`config.mk`:
```
export PLATFORM = sky130hd
export DESIGN_NAME = param_universal_register_flat
export DESIGN_NICKNAME = d
export VERILOG_FILES = /design/src/rtl/param_universal_register_if.sv /design/src/rtl/param_universal_register.sv /design/src/flat_wrapper.sv
export SDC_FILE = /design/constraint.sdc
export NUM_CORES = 1
export LEC_CHECK = 0
export ABC_AREA = 1
export CAP_MARGIN = 20
export CORE_MARGIN = 2
export CORE_UTILIZATION = 48
export CTS_CLUSTER_DIAMETER = 60
export DETAILED_ROUTE_END_ITERATION = 10
export PLACE_DENSITY = 0.8
export SYNTH_ARGS = -nofsm -noshare
export SYNTH_HDL_FRONTEND = slang
export SYNTH_SLANG_ARGS = --single-unit
```
`constraint.sdc`:
```
create_clock -name clk -period 2.2 [get_ports clk]
set_clock_uncertainty 0.1 [all_clocks]
set_input_delay 0.33 -clock clk [delete_from_list [all_inputs] [get_ports clk]]
set_output_delay 0.33 -clock clk [all_outputs]
set_load 0.1 [all_outputs]
```
`src/rtl/param_universal_register_if.sv`:
```
// Bus bundle for the universal register: control, data and serial inputs
// driven by the master, register state and flags returned by the slave.
interface param_universal_register_if #(
  parameter int WIDTH = 8
);
  logic             en;
  logic             sclr;
  logic [2:0]       mode;
  logic [WIDTH-1:0] d;
  logic             sin_l;
  logic             sin_r;
  logic [WIDTH-1:0] q;
  logic             sout_l;
  logic             sout_r;
  logic             co;
  logic             zero;

  modport master (
    output en, sclr, mode, d, sin_l, sin_r,
    input  q, sout_l, sout_r, co, zero
  );

  modport slave (
    input  en, sclr, mode, d, sin_l, sin_r,
    output q, sout_l, sout_r, co, zero
  );
endinterface

```
`src/rtl/param_universal_register.sv`:
```
// WIDTH-bit register with hold, load, shift, rotate and up/down count modes,
// synchronous clear, serial I/O, a single-cycle carry/shift-out flag and a zero flag.
module param_universal_register #(
  parameter int               WIDTH       = 8,
  parameter logic [WIDTH-1:0] RESET_VALUE = '0
) (
  input  logic                        clk,
  input  logic                        reset,
  param_universal_register_if.slave   bus
);

  localparam logic [2:0] MODE_HOLD = 3'b000;
  localparam logic [2:0] MODE_LOAD = 3'b001;
  localparam logic [2:0] MODE_SHL  = 3'b010;
  localparam logic [2:0] MODE_SHR  = 3'b011;
  localparam logic [2:0] MODE_ROL  = 3'b100;
  localparam logic [2:0] MODE_ROR  = 3'b101;
  localparam logic [2:0] MODE_UP   = 3'b110;
  localparam logic [2:0] MODE_DOWN = 3'b111;

  localparam logic [WIDTH-1:0] ONE = WIDTH'(1);

  logic [WIDTH-1:0] q_q, q_d;
  logic             co_q, co_d;

  // Clear beats enable; co defaults low so it only pulses for one cycle.
  always_comb begin
    q_d  = q_q;
    co_d = 1'b0;
    if (bus.sclr) begin
      q_d = '0;
    end else if (bus.en) begin
      case (bus.mode)
        MODE_HOLD: q_d = q_q;
        MODE_LOAD: q_d = bus.d;
        MODE_SHL: begin
          q_d  = {q_q[WIDTH-2:0], bus.sin_r};
          co_d = q_q[WIDTH-1];
        end
        MODE_SHR: begin
          q_d  = {bus.sin_l, q_q[WIDTH-1:1]};
          co_d = q_q[0];
        end
        MODE_ROL: begin
          q_d  = {q_q[WIDTH-2:0], q_q[WIDTH-1]};
          co_d = q_q[WIDTH-1];
        end
        MODE_ROR: begin
          q_d  = {q_q[0], q_q[WIDTH-1:1]};
          co_d = q_q[0];
        end
        MODE_UP: begin
          q_d  = q_q + ONE;
          co_d = &q_q;
        end
        MODE_DOWN: begin
          q_d  = q_q - ONE;
          co_d = ~|q_q;
        end
        default: q_d = q_q;
      endcase
    end
  end

  always_ff @(posedge clk or negedge reset) begin
    if (!reset) begin
      q_q  <= RESET_VALUE;
      co_q <= 1'b0;
    end else begin
      q_q  <= q_d;
      co_q <= co_d;
    end
  end

  assign bus.q      = q_q;
  assign bus.co     = co_q;
  assign bus.sout_l = q_q[WIDTH-1];
  assign bus.sout_r = q_q[0];
  assign bus.zero   = (q_q == '0);

endmodule

```
`src/flat_wrapper.sv`:
```
// flat-port wrapper written by rule: the top's interface ports become plain ports
module param_universal_register_flat 
#(
  parameter int               WIDTH       = 8,
  parameter logic [WIDTH-1:0] RESET_VALUE = '0
)
  (clk, reset, bus_en, bus_sclr, bus_mode, bus_d, bus_sin_l, bus_sin_r, bus_q, bus_sout_l, bus_sout_r, bus_co, bus_zero);
  param_universal_register_if #(.WIDTH(WIDTH)) bus_i ();
  input  logic clk;
  input  logic reset;
  input wire logic [$bits(bus_i.en)-1:0] bus_en;
  input wire logic [$bits(bus_i.sclr)-1:0] bus_sclr;
  input wire logic [$bits(bus_i.mode)-1:0] bus_mode;
  input wire logic [$bits(bus_i.d)-1:0] bus_d;
  input wire logic [$bits(bus_i.sin_l)-1:0] bus_sin_l;
  input wire logic [$bits(bus_i.sin_r)-1:0] bus_sin_r;
  output wire logic [$bits(bus_i.q)-1:0] bus_q;
  output wire logic [$bits(bus_i.sout_l)-1:0] bus_sout_l;
  output wire logic [$bits(bus_i.sout_r)-1:0] bus_sout_r;
  output wire logic [$bits(bus_i.co)-1:0] bus_co;
  output wire logic [$bits(bus_i.zero)-1:0] bus_zero;
  assign bus_i.en = bus_en;
  assign bus_i.sclr = bus_sclr;
  assign bus_i.mode = bus_mode;
  assign bus_i.d = bus_d;
  assign bus_i.sin_l = bus_sin_l;
  assign bus_i.sin_r = bus_sin_r;
  assign bus_q = bus_i.q;
  assign bus_sout_l = bus_i.sout_l;
  assign bus_sout_r = bus_i.sout_r;
  assign bus_co = bus_i.co;
  assign bus_zero = bus_i.zero;
  param_universal_register #(.WIDTH(WIDTH), .RESET_VALUE(RESET_VALUE)) u_core (.clk(clk), .reset(reset), .bus(bus_i));
endmodule
```
### Cells by drive strength, run 1

Scale bar: 20 µm.
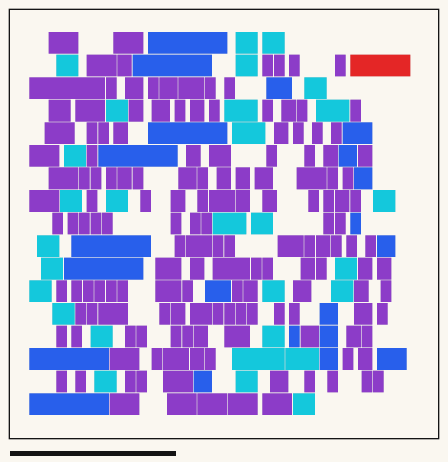
color	size	cells	share
cyan	x3 and x4	29	14%
red	x6 and larger	1	0.48%
purple	x1 and smaller	158	76%
blue	x2	21	10%
Final Cell Area: 1440 µm²
final setup margin: 0.223 ns
Non-CTS buffers: 37
area grow syn2layout: 32.5%

### Clock network drawn from the DEF, run 1

Scale bar: 20 µm.
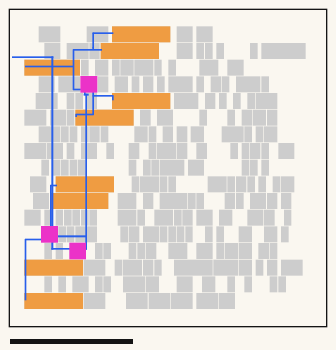
[magenta] clock-net drivers | count: 3
[orange] flip-flops | count: 9
[blue] clock wires | length: 137 µm
routed clock nets	4
clock latency at the later pin of the worst-skew pair: 0.26 ns
Clk. pwr: 0.126 mW
clock share of power: 0.181

### M2 wires, run 1

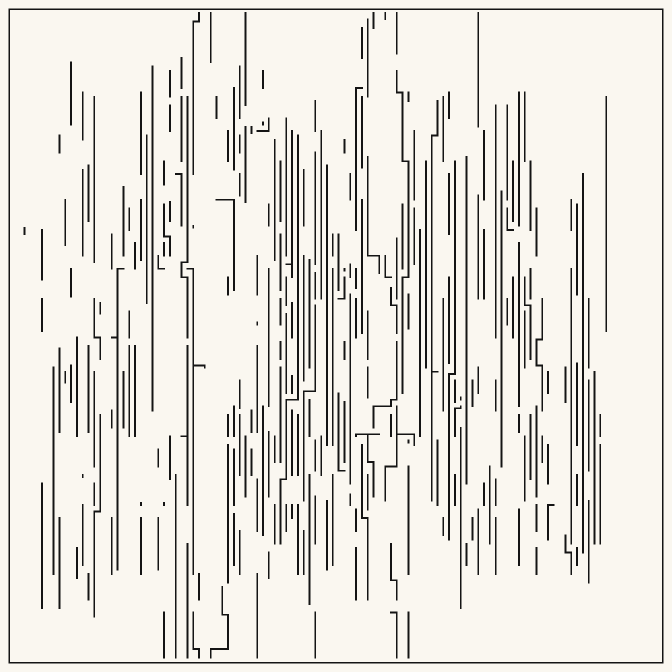
main direction	vertical
share of all routed wire	50%
wire length on this layer	1580 µm
longest straight run	29.9 µm
nets with wire on the layer	192
GR Layer Usage met2: 0.466
DR vias: 1283
final WL: 3170 µm

==> results.py, run 1 <==
# Metrics from the implementation run
metrics = {
    "cells_and_area": {
        "regArea_um2": 235,
        "clock_buffer_count": 4,
        "seq_area_frac": 0.163,
        "mi_logic_area_um2": 714,
        "sh_comb_area": 0.497,
        "final_util": 0.663,
        "drive_gt1_frac": 0.244,
        "design.seq.count": 9,
        "final_common_cell": "nand2_1",
    },
    "power_and_ir_drop": {
        "p_leak_nw": 0.729,
        "power_frac_comb": 0.541,
        "seqPwrFrac": 0.279,
        "p_seq_mw": 0.195,
    },
    "yosys": {
        "synth_seq_share": 0.207,
        "avgSynthCellArea_um2": 6.24,
        "ys_ff": 9,
        "muxShareOfSynthArea": 0,
        "top_area_cell": "dfrtp_1",
        "synth_cells": 174,
        "synth.cellmix.adderShare": 0.0115,
        "logic_family": "simple AND/OR/NAND/NOR gates",
    },
    "detailed_routing": {
        "top_layer": "met4",
        "wirelength_met1_um": 1350,
        "drc": 0,
        "post_drt_wl_per_cell_um": 13.4,
        "ant_nets": 0,
    },
    "clocking": {
        "cts_resized": 0,
        "cts_tree": "done",
    },
    "critical_path": {
        "rr_startpoint": "u_core.bus.q[1]",
        "cp_max_fo": 3,
        "worstSetupPathType": "in -> reg",
        "worst_ep_required_time_ns": 2.29,
        "crit_end": "u_core.bus.q[4]",
        "cp-start-kind": "input port",
        "arrival_ns": 2.07,
        "reg2reg_depth": 10,
    },
    "global_routing": {
        "grt_max_degree": 13,
        "grt_pass1_wl_um": 5330,
        "met3_usage": 0.0230,
        "grtUsageTotal": 0.271,
    },
    "placed_design": {
        "hpwl_um": 2610,
        "place_congestion": 0.883,
    },
    "die": {
        "num_rows": 17,
        "die_w_um": 51.6,
        "tap-cell-count": 28,
        "die_area_um2": 2660,
    },
    "outcome": {
        "outcome": "finished, final reports clean",
    },
    "timing": {
        "slew_headroom": 0.721,
        "worst_pin_slew_ns": 0.417,
        "fmax_mhz": 506,
        "fin_crit_sh": 0.898,
    },
    "flow_run": {
        "warnings": 26,
    },
}
## run 1: worst max-delay path: stages
cell and delay (ns):
clkdlybuf4s50_1 0.53, nand3_4 0.09, xor2_1 0.14, inv_1 0.06, ha_1 0.17, nor2_1 0.21
nor2_4 0.07, nand2_2 0.07, a21oi_1 0.07, o21ai_1 0.18, nand2_1 0.08, nand2_1 0.06
## run 1: per-stage QoR
step	hold slack [ns]	cell area [µm²]
2_1_floorplan	-0.0656	1100
3_3_place_gp	0.444	1410
3_5_place_dp	0.447	1410
4_1_cts	0.273	1440
5_1_grt	0.296	1440
6_report	0.265	1440
## run 1: sequential cells by signal, summed over array words and instances (netlist names)
register and count:
u_core.bus.co 1, u_core.bus.q 8
### Clock wiring as the flow saved it, run 1

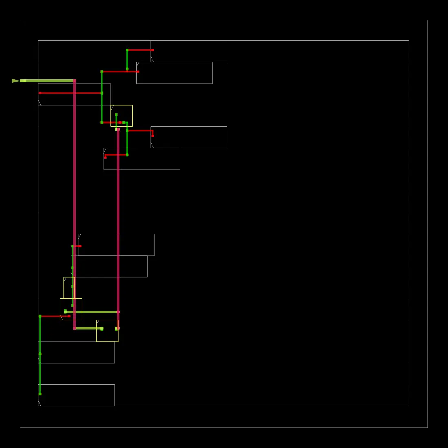

==> run 2, diff against run 1 <==
CELL_PAD_IN_SITES_DETAIL_PLACEMENT = 0   (was unset)
CELL_PAD_IN_SITES_GLOBAL_PLACEMENT = 2   (was unset)
CORE_UTILIZATION = 25   (was 48)
PLACE_DENSITY = 0.81   (was 0.8)
### Clock wiring as the flow saved it, run 2

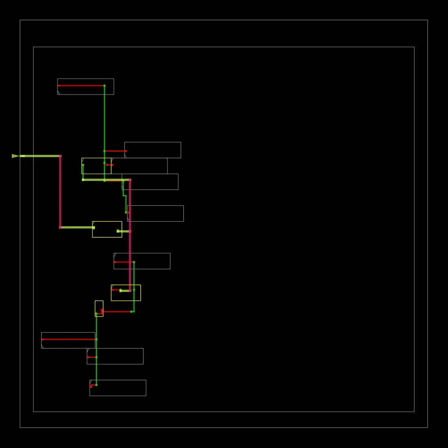
Seq cells: 9
Clk. pwr: 0.190 mW
CTS buffer count: 3
clock latency at the later pin of the worst-skew pair: 0.23 ns
CLK BUF: 4

==> run 2 against run 1 <==
Compared with the run above:
- power rose by 9.9%
- routed wire length increased by 4.8%
- flip-flop count is the same
- via count shrank 2.7%
- sequential share of layout area fell by 0.67 points
- cell count rose by 10%
- count of clock-buffer cells in the layout did not move
- critical path depth up 1
- combinational power grew 1%
- critical endpoint is now u_core.bus.q[6]
==> results.py, run 2 <==
# Metrics from the implementation run
metrics = {
    "cells_and_area": {
        "final_util": 0.367,
        "signal_buffers": 39,
        "regArea_um2": 235,
        "seq_area_frac": 0.157,
        "sh_comb_area": 0.476,
        "final_area_um2": 1500,
    },
    "die": {
        "num_rows": 23,
        "die_area_um2": 4890,
        "die_w_um": 69.9,
        "tap-cell-count": 50,
    },
    "outcome": {
        "outcome": "finished, final reports clean",
    },
    "critical_path": {
        "worstSetupPathType": "in -> reg",
        "worstPathBufferInverterCount": 2,
        "cp-start-kind": "input port",
        "cp_max_fo": 3,
        "reg2reg_depth": 11,
        "crit_end": "u_core.bus.q[6]",
        "worst_ep_required_time_ns": 2.22,
        "worst_path_most_repeated_cell": "nand2_1",
        "path_delay_family": "simple AND/OR/NAND/NOR gates",
        "cpPeakStageDelay_ns": 0.55,
    },
    "global_routing": {
        "grt_pass1_wl_um": 5690,
        "grt_max_degree": 13,
    },
    "detailed_routing": {
        "drc": 0,
        "post_drt_wl_per_cell_um": 12.7,
        "wl_um": 3320,
    },
    "timing": {
        "fin_crit_sh": 0.910,
        "worst_pin_slew_ns": 0.416,
        "slew_headroom": 0.722,
        "worst_slack_ns": 0.197,
    },
    "placed_design": {
        "place_congestion": 0.898,
        "hpwl_um": 2820,
        "dpl-instance-area_um2": 1460,
    },
    "clocking": {
        "cts_resized": 0,
    },
    "yosys": {
        "avgSynthCellArea_um2": 6.24,
        "ys_ff": 9,
        "synth_cells": 174,
    },
    "power_and_ir_drop": {
        "p_leak_nw": 0.746,
    },
    "flow_run": {
        "warnings": 26,
    },
}
run 2: cell types whose count changed in the layout (fill, tap and decap cells not counted):
cell      change
clkbuf_4      -3
clkbuf_8      +3
buf_4         +2
run 2: metal layers:
layer,share of wire,vias to the layer above,GRT usage
met5,0,-,0
met4,0.018,0,0.0449
met2,0.45,44,0.233
met3,0.061,7,0.0115
li1,-,645,-
met1,0.47,553,0.196
run 2: how the worst min path moves through the flow:
stage	to	slack (ns)	cells past startpoint
final	u_core.bus.co	0.30	1
after global routing	u_core.bus.co	0.33	1
after CTS	u_core.bus.co	0.32	1
after detailed placement	u_core.bus.q[6]	0.45	2
after global placement	u_core.bus.q[6]	0.45	2
after floorplan	u_core.bus.co	-0.07	0
Power figures rest on the tool's default switching activity, not on a simulated workload.
